**Cell area per tile**

The die is cut into 19 by 19 equal tiles; black is low, pale yellow is high, 0 to 100% covered.
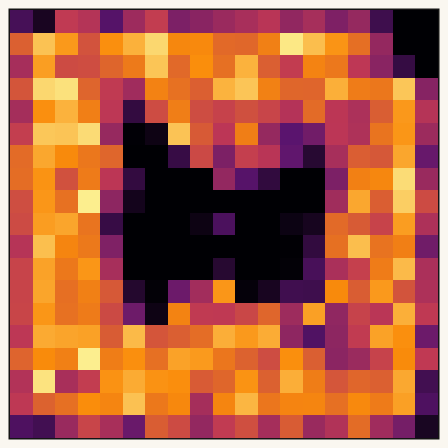
**Placed standard cells**

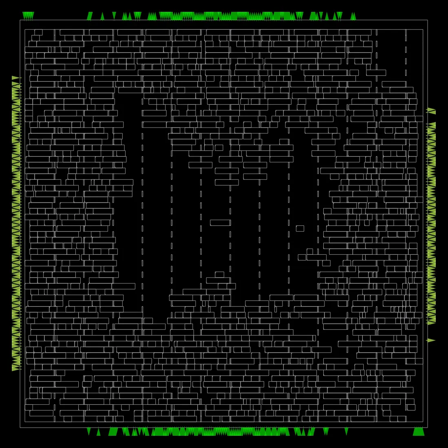
**Wires at chosen ports, followed through buffers**

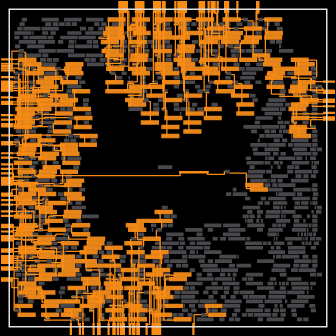
File: src/rtl/riscv_v_alu_wb_buffer.sv
// Elastic writeback buffer between the vector ALU and the VRF write port.
// Holds result beats with per-byte flags in a small FIFO and produces a
// one-cycle per-instruction summary of sticky OF/CF as beats are retired.
module riscv_v_alu_wb_buffer #(
    parameter  int unsigned DATA_WIDTH = 128,
    parameter  int unsigned DEPTH      = 2,
    parameter  int unsigned ADDR_W     = 5,
    localparam int unsigned NUM_BYTES  = DATA_WIDTH / 8,
    localparam int unsigned PTR_W      = $clog2(DEPTH),
    localparam int unsigned CNT_W      = $clog2(DEPTH) + 1
) (
    input  logic                  clk,
    input  logic                  rst,
    input  logic                  flush,
    input  logic                  in_valid,
    output logic                  in_ready,
    input  logic [DATA_WIDTH-1:0] in_data,
    input  logic [NUM_BYTES-1:0]  in_zf,
    input  logic [NUM_BYTES-1:0]  in_of,
    input  logic [NUM_BYTES-1:0]  in_cf,
    input  logic [ADDR_W-1:0]     in_vd,
    input  logic                  in_last,
    output logic                  out_valid,
    input  logic                  out_ready,
    output logic [DATA_WIDTH-1:0] out_data,
    output logic [NUM_BYTES-1:0]  out_zf,
    output logic [NUM_BYTES-1:0]  out_of,
    output logic [NUM_BYTES-1:0]  out_cf,
    output logic [ADDR_W-1:0]     out_vd,
    output logic                  out_last,
    output logic                  sum_valid,
    output logic                  sum_of,
    output logic                  sum_cf,
    output logic [CNT_W-1:0]      count
);

    typedef struct packed {
        logic [DATA_WIDTH-1:0] data;
        logic [NUM_BYTES-1:0]  zf;
        logic [NUM_BYTES-1:0]  ovf;
        logic [NUM_BYTES-1:0]  cf;
        logic [ADDR_W-1:0]     vd;
        logic                  last;
    } entry_t;

    entry_t           mem_q [DEPTH];
    entry_t           wr_entry;
    entry_t           head;

    logic [PTR_W-1:0] wr_ptr_q, wr_ptr_d;
    logic [PTR_W-1:0] rd_ptr_q, rd_ptr_d;
    logic [CNT_W-1:0] count_q, count_d;
    logic             acc_of_q, acc_of_d;
    logic             acc_cf_q, acc_cf_d;
    logic             sum_valid_q, sum_valid_d;
    logic             sum_of_q, sum_of_d;
    logic             sum_cf_q, sum_cf_d;
    logic             acc_of_n, acc_cf_n;
    logic             push, pop;

    // Head entry and handshake qualification; flush suppresses both transfers.
    assign head      = mem_q[rd_ptr_q];
    assign out_valid = (count_q != '0);
    assign in_ready  = (count_q < CNT_W'(DEPTH)) | out_ready;
    assign push      = in_valid & in_ready & ~flush;
    assign pop       = out_valid & out_ready & ~flush;

    assign wr_entry = '{data: in_data, zf: in_zf, ovf: in_of, cf: in_cf,
                        vd: in_vd, last: in_last};

    assign out_data  = head.data;
    assign out_zf    = head.zf;
    assign out_of    = head.ovf;
    assign out_cf    = head.cf;
    assign out_vd    = head.vd;
    assign out_last  = head.last;
    assign sum_valid = sum_valid_q;
    assign sum_of    = sum_of_q;
    assign sum_cf    = sum_cf_q;
    assign count     = count_q;

    // Entry storage: written on push only, intentionally not reset.
    always_ff @(posedge clk) begin
        if (push) begin
            mem_q[wr_ptr_q] <= wr_entry;
        end
    end

    // Next-state: pointers, occupancy, sticky flag accumulation and summary.
    always_comb begin
        wr_ptr_d    = wr_ptr_q;
        rd_ptr_d    = rd_ptr_q;
        count_d     = count_q;
        acc_of_d    = acc_of_q;
        acc_cf_d    = acc_cf_q;
        sum_valid_d = 1'b0;
        sum_of_d    = sum_of_q;
        sum_cf_d    = sum_cf_q;
        acc_of_n    = acc_of_q | (|head.ovf);
        acc_cf_n    = acc_cf_q | (|head.cf);

        if (flush) begin
            wr_ptr_d = '0;
            rd_ptr_d = '0;
            count_d  = '0;
            acc_of_d = 1'b0;
            acc_cf_d = 1'b0;
        end else begin
            if (push) begin
                wr_ptr_d = wr_ptr_q + PTR_W'(1);
            end
            if (pop) begin
                rd_ptr_d = rd_ptr_q + PTR_W'(1);
            end
            case ({push, pop})
                2'b10:   count_d = count_q + CNT_W'(1);
                2'b01:   count_d = count_q - CNT_W'(1);
                default: count_d = count_q;
            endcase
            if (pop) begin
                if (head.last) begin
                    sum_valid_d = 1'b1;
                    sum_of_d    = acc_of_n;
                    sum_cf_d    = acc_cf_n;
                    acc_of_d    = 1'b0;
                    acc_cf_d    = 1'b0;
                end else begin
                    acc_of_d    = acc_of_n;
                    acc_cf_d    = acc_cf_n;
                end
            end
        end
    end

    // Control and summary state register.
    always_ff @(posedge clk or posedge rst) begin
        if (rst) begin
            wr_ptr_q    <= '0;
            rd_ptr_q    <= '0;
            count_q     <= '0;
            acc_of_q    <= 1'b0;
            acc_cf_q    <= 1'b0;
            sum_valid_q <= 1'b0;
            sum_of_q    <= 1'b0;
            sum_cf_q    <= 1'b0;
        end else begin
            wr_ptr_q    <= wr_ptr_d;
            rd_ptr_q    <= rd_ptr_d;
            count_q     <= count_d;
            acc_of_q    <= acc_of_d;
            acc_cf_q    <= acc_cf_d;
            sum_valid_q <= sum_valid_d;
            sum_of_q    <= sum_of_d;
            sum_cf_q    <= sum_cf_d;
        end
    end

endmodule
File: config.mk
export PLATFORM = sky130hd
export DESIGN_NAME = riscv_v_alu_wb_buffer
export DESIGN_NICKNAME = d
export VERILOG_FILES = /design/src/rtl/riscv_v_alu_wb_buffer.sv
export SDC_FILE = /design/constraint.sdc
export NUM_CORES = 1
export LEC_CHECK = 0
export CORE_MARGIN = 2
export CORE_UTILIZATION = 39
export DETAILED_ROUTE_END_ITERATION = 16
export PLACE_DENSITY = 0.69
export SLEW_MARGIN = 40
export SYNTH_ARGS = -nofsm -noshare
export SYNTH_HDL_FRONTEND = slang
export SYNTH_SLANG_ARGS = --single-unit
File: constraint.sdc
create_clock -name clk -period 14.85 [get_ports clk]
set_clock_uncertainty 0.15 [all_clocks]
set_input_delay 1.485 -clock clk [delete_from_list [all_inputs] [get_ports clk]]
set_output_delay 1.485 -clock clk [all_outputs]
set_load 0.05 [all_outputs]
==> qor.csv <==
stage;metric;value;unit
outcome;status;completed;
cells_and_area;MI comb cells;244;
cells_and_area;Ant. Diodes;2;
global_routing;first-pass GRT wire length;44000;µm
worst_setup_path;Worst Setup End Kind;output port;
final_timing;Final setup viols;0;
final_timing;RSZ-0062 raised after global routing;no;
clock_tree;# resized after CTS;0;
synthesis;Syn Inst Count;641;
route;DRT antenna net count;0;
worst_setup_path;R2R setup slack;12.08;ns
power_and_ir_drop;Pwr Total;2.54;mW
global_routing;vias in the first global route;7797;
final_timing;Max Fclk;204;MHz
synthesis;syn_nets;828;
floorplan;Die Size;0.0369;mm²
clock_tree;CTS tree;yes;
final_timing;relative slew slack;48.4;%
route;Residual DRC;0;
global_routing;All-Layer GR Usage;15.9;%
synthesis;# Cells Yosys;641;
route;Iteration-0 DRC Markers;272;
clock_tree;clk slew on worst S/H paths;0.06;ns
power_and_ir_drop;Lkg Pwr;6.34;nW
route;Initial DRT Pass Iterations;4;
route;post-DR wirelength/cell;19.5;µm
cells_and_area;share of layout cells above drive strength 1;23.3;%
final_timing;Final Critical Period;4.91;ns
worst_setup_path;worst path required time;13.22;ns
cells_and_area;Seq area share;57.9;%
placement;hpwl dp;20000;µm
worst_setup_path;endpoint arrival time on the critical path;3.27;ns
global_routing;initial antenna violation count;3;
cells_and_area;Non-clock buffers;386;
placement;DP Cell Count;1460;
route;Vias/cell;4.78;
worst_setup_path;CP Max Fanout;77;
synthesis;syn_area_per_cell;21.5;µm²
route;via count;7328;
final_timing;WHS;0.383;ns
clock_tree;Clock Tree Buf Depth;3;
job;maxcap violations;0;
cells_and_area;Inverters, non-clock;2;
-- 'cell area per tile' (at the start) --
emptiest ninth of the die	centre
nearly empty tiles	12%
fullest tile	96%
mean over tiles	51%
fin util: 55.5%
FP Util: 39.8%
core box area: 0.0347 mm²

-- 'placed standard cells' (at the start) --
Flops: 373
# fillers: 2738
Well Taps: 455

-- 'wires at chosen ports, followed through buffers' (at the start) --
colour	port	bits	direction	edge	end cells	buffers	wire
orange	in_data	128	input	52 west, 41 north, 26 south, 9 east	256	128	5600 µm
I/O Buffers: 375
Boundary Pins: 376

-- routing by layer --
metal  vias up  global-route usage (%)  routed length (µm)
met5         -                       0                  16
met4         2                    7.93                1160
met3        67                    6.27                2840
met2       253                    27.3               15200
met1      3625                    17.1               10700
li1       3381                       -                   -
-- cells in the mapped netlist, drive strengths merged --
library cell,number,area (µm²)
nand4,4,25.0
nor3,8,51.3
or2,1,6.26
nor2b,1,6.26
nor2,11,41.3
xor2,2,17.5
a22oi,2,15.0
a21oi,4,20.0
clkbuf,1,3.75
nor4,8,62.6
o21ai,3,15.0
nand2,5,18.8
mux2i,2,23.8
dfrtp,9,225
a211oi,4,40.0
nand3,1,5.00
nand2b,4,25.0
mux2,181,2040
buf,21,198
nor4b,2,23.8
nor3b,1,7.51
edfxtp,364,10900
inv,2,7.51
-- power by group through the flow --
stage	logic, mW	registers [mW]	clock network, mW
global route	0.425	1.22	0.984
global placement	0.407	1.24	0
finish	0.408	1.22	0.915
detailed placement	0.410	1.24	0
CTS	0.412	1.22	0.945
floorplan	0.250	1.25	0
-- registers in the layout, summed over array words and instances, names as in the netlist --
signal / count
sum_cf: 1
count: 2
mem_q: 364
acc_cf_q: 1
sum_valid: 1
rd_ptr_q: 1
acc_of_q: 1
sum_of: 1
wr_ptr_q: 1
-- worst max-delay path: stages (launching register included) --
cell and delay (ns):
dfrtp_4 0.80, buf_6 0.63, mux2i_2 0.40, inv_1 0.07, clkdlybuf4s50_1 0.70
-- layout by cell type (no fill, tap or decap), drive strengths merged --
master and count:
nor2 11, nor3b 1, or2 1, mux2 181, nand3 1, clkinvlp 1
nand2 5, diode 2, clkbuf 54, nor4b 2, bufinv 2, inv 2
nor4 8, a22oi 2, clkinv 13, nor2b 1, o21ai 3, xor2 2
edfxtp 364, nor3 8, mux2i 2, a211oi 4, nand2b 4, dfrtp 9
nand4 4, a21oi 4, buf 11, clkdlybuf4s50 375
-- through the flow --
step | worst slack [ns] | instance area [µm²] | utilization, %
after CTS | 9.90 | 19300 | 55.5
after global routing | 9.76 | 19300 | 55.5
final | 9.94 | 19300 | 55.5
after floorplan | 4.91 | 13800 | -
after detailed placement | 10.17 | 18100 | 52.0
after global placement | 9.76 | 18000 | 51.9
-- path summary, 6_finish.rpt --
path	startpoint	to	depth (start not counted)
worst min-delay path	sum_cf$_DFFE_PP0P_	sum_cf$_DFFE_PP0P_	2
worst max-delay path	rd_ptr_q$_DFFE_PP0P_	out_last	4
worst min register to register	sum_cf$_DFFE_PP0P_	sum_cf$_DFFE_PP0P_	2
worst max register to register	rd_ptr_q$_DFFE_PP0P_	acc_of_q$_DFFE_PP0P_	5
min in group asynchronous	rst	sum_valid$_DFF_PP0_	2
max in group asynchronous	rst	rd_ptr_q$_DFFE_PP0P_	2
-- logic make-up after synthesis --
logic type	count (synthesis)	share of synthesized area (%)
buf+inv	24	1.51
mux	183	14.9
compound gates	13	0.652
xor+xnor	2	0.127
flops	373	80.8
simple gates	46	1.98
Power is estimated from default activity; no workload was simulated.
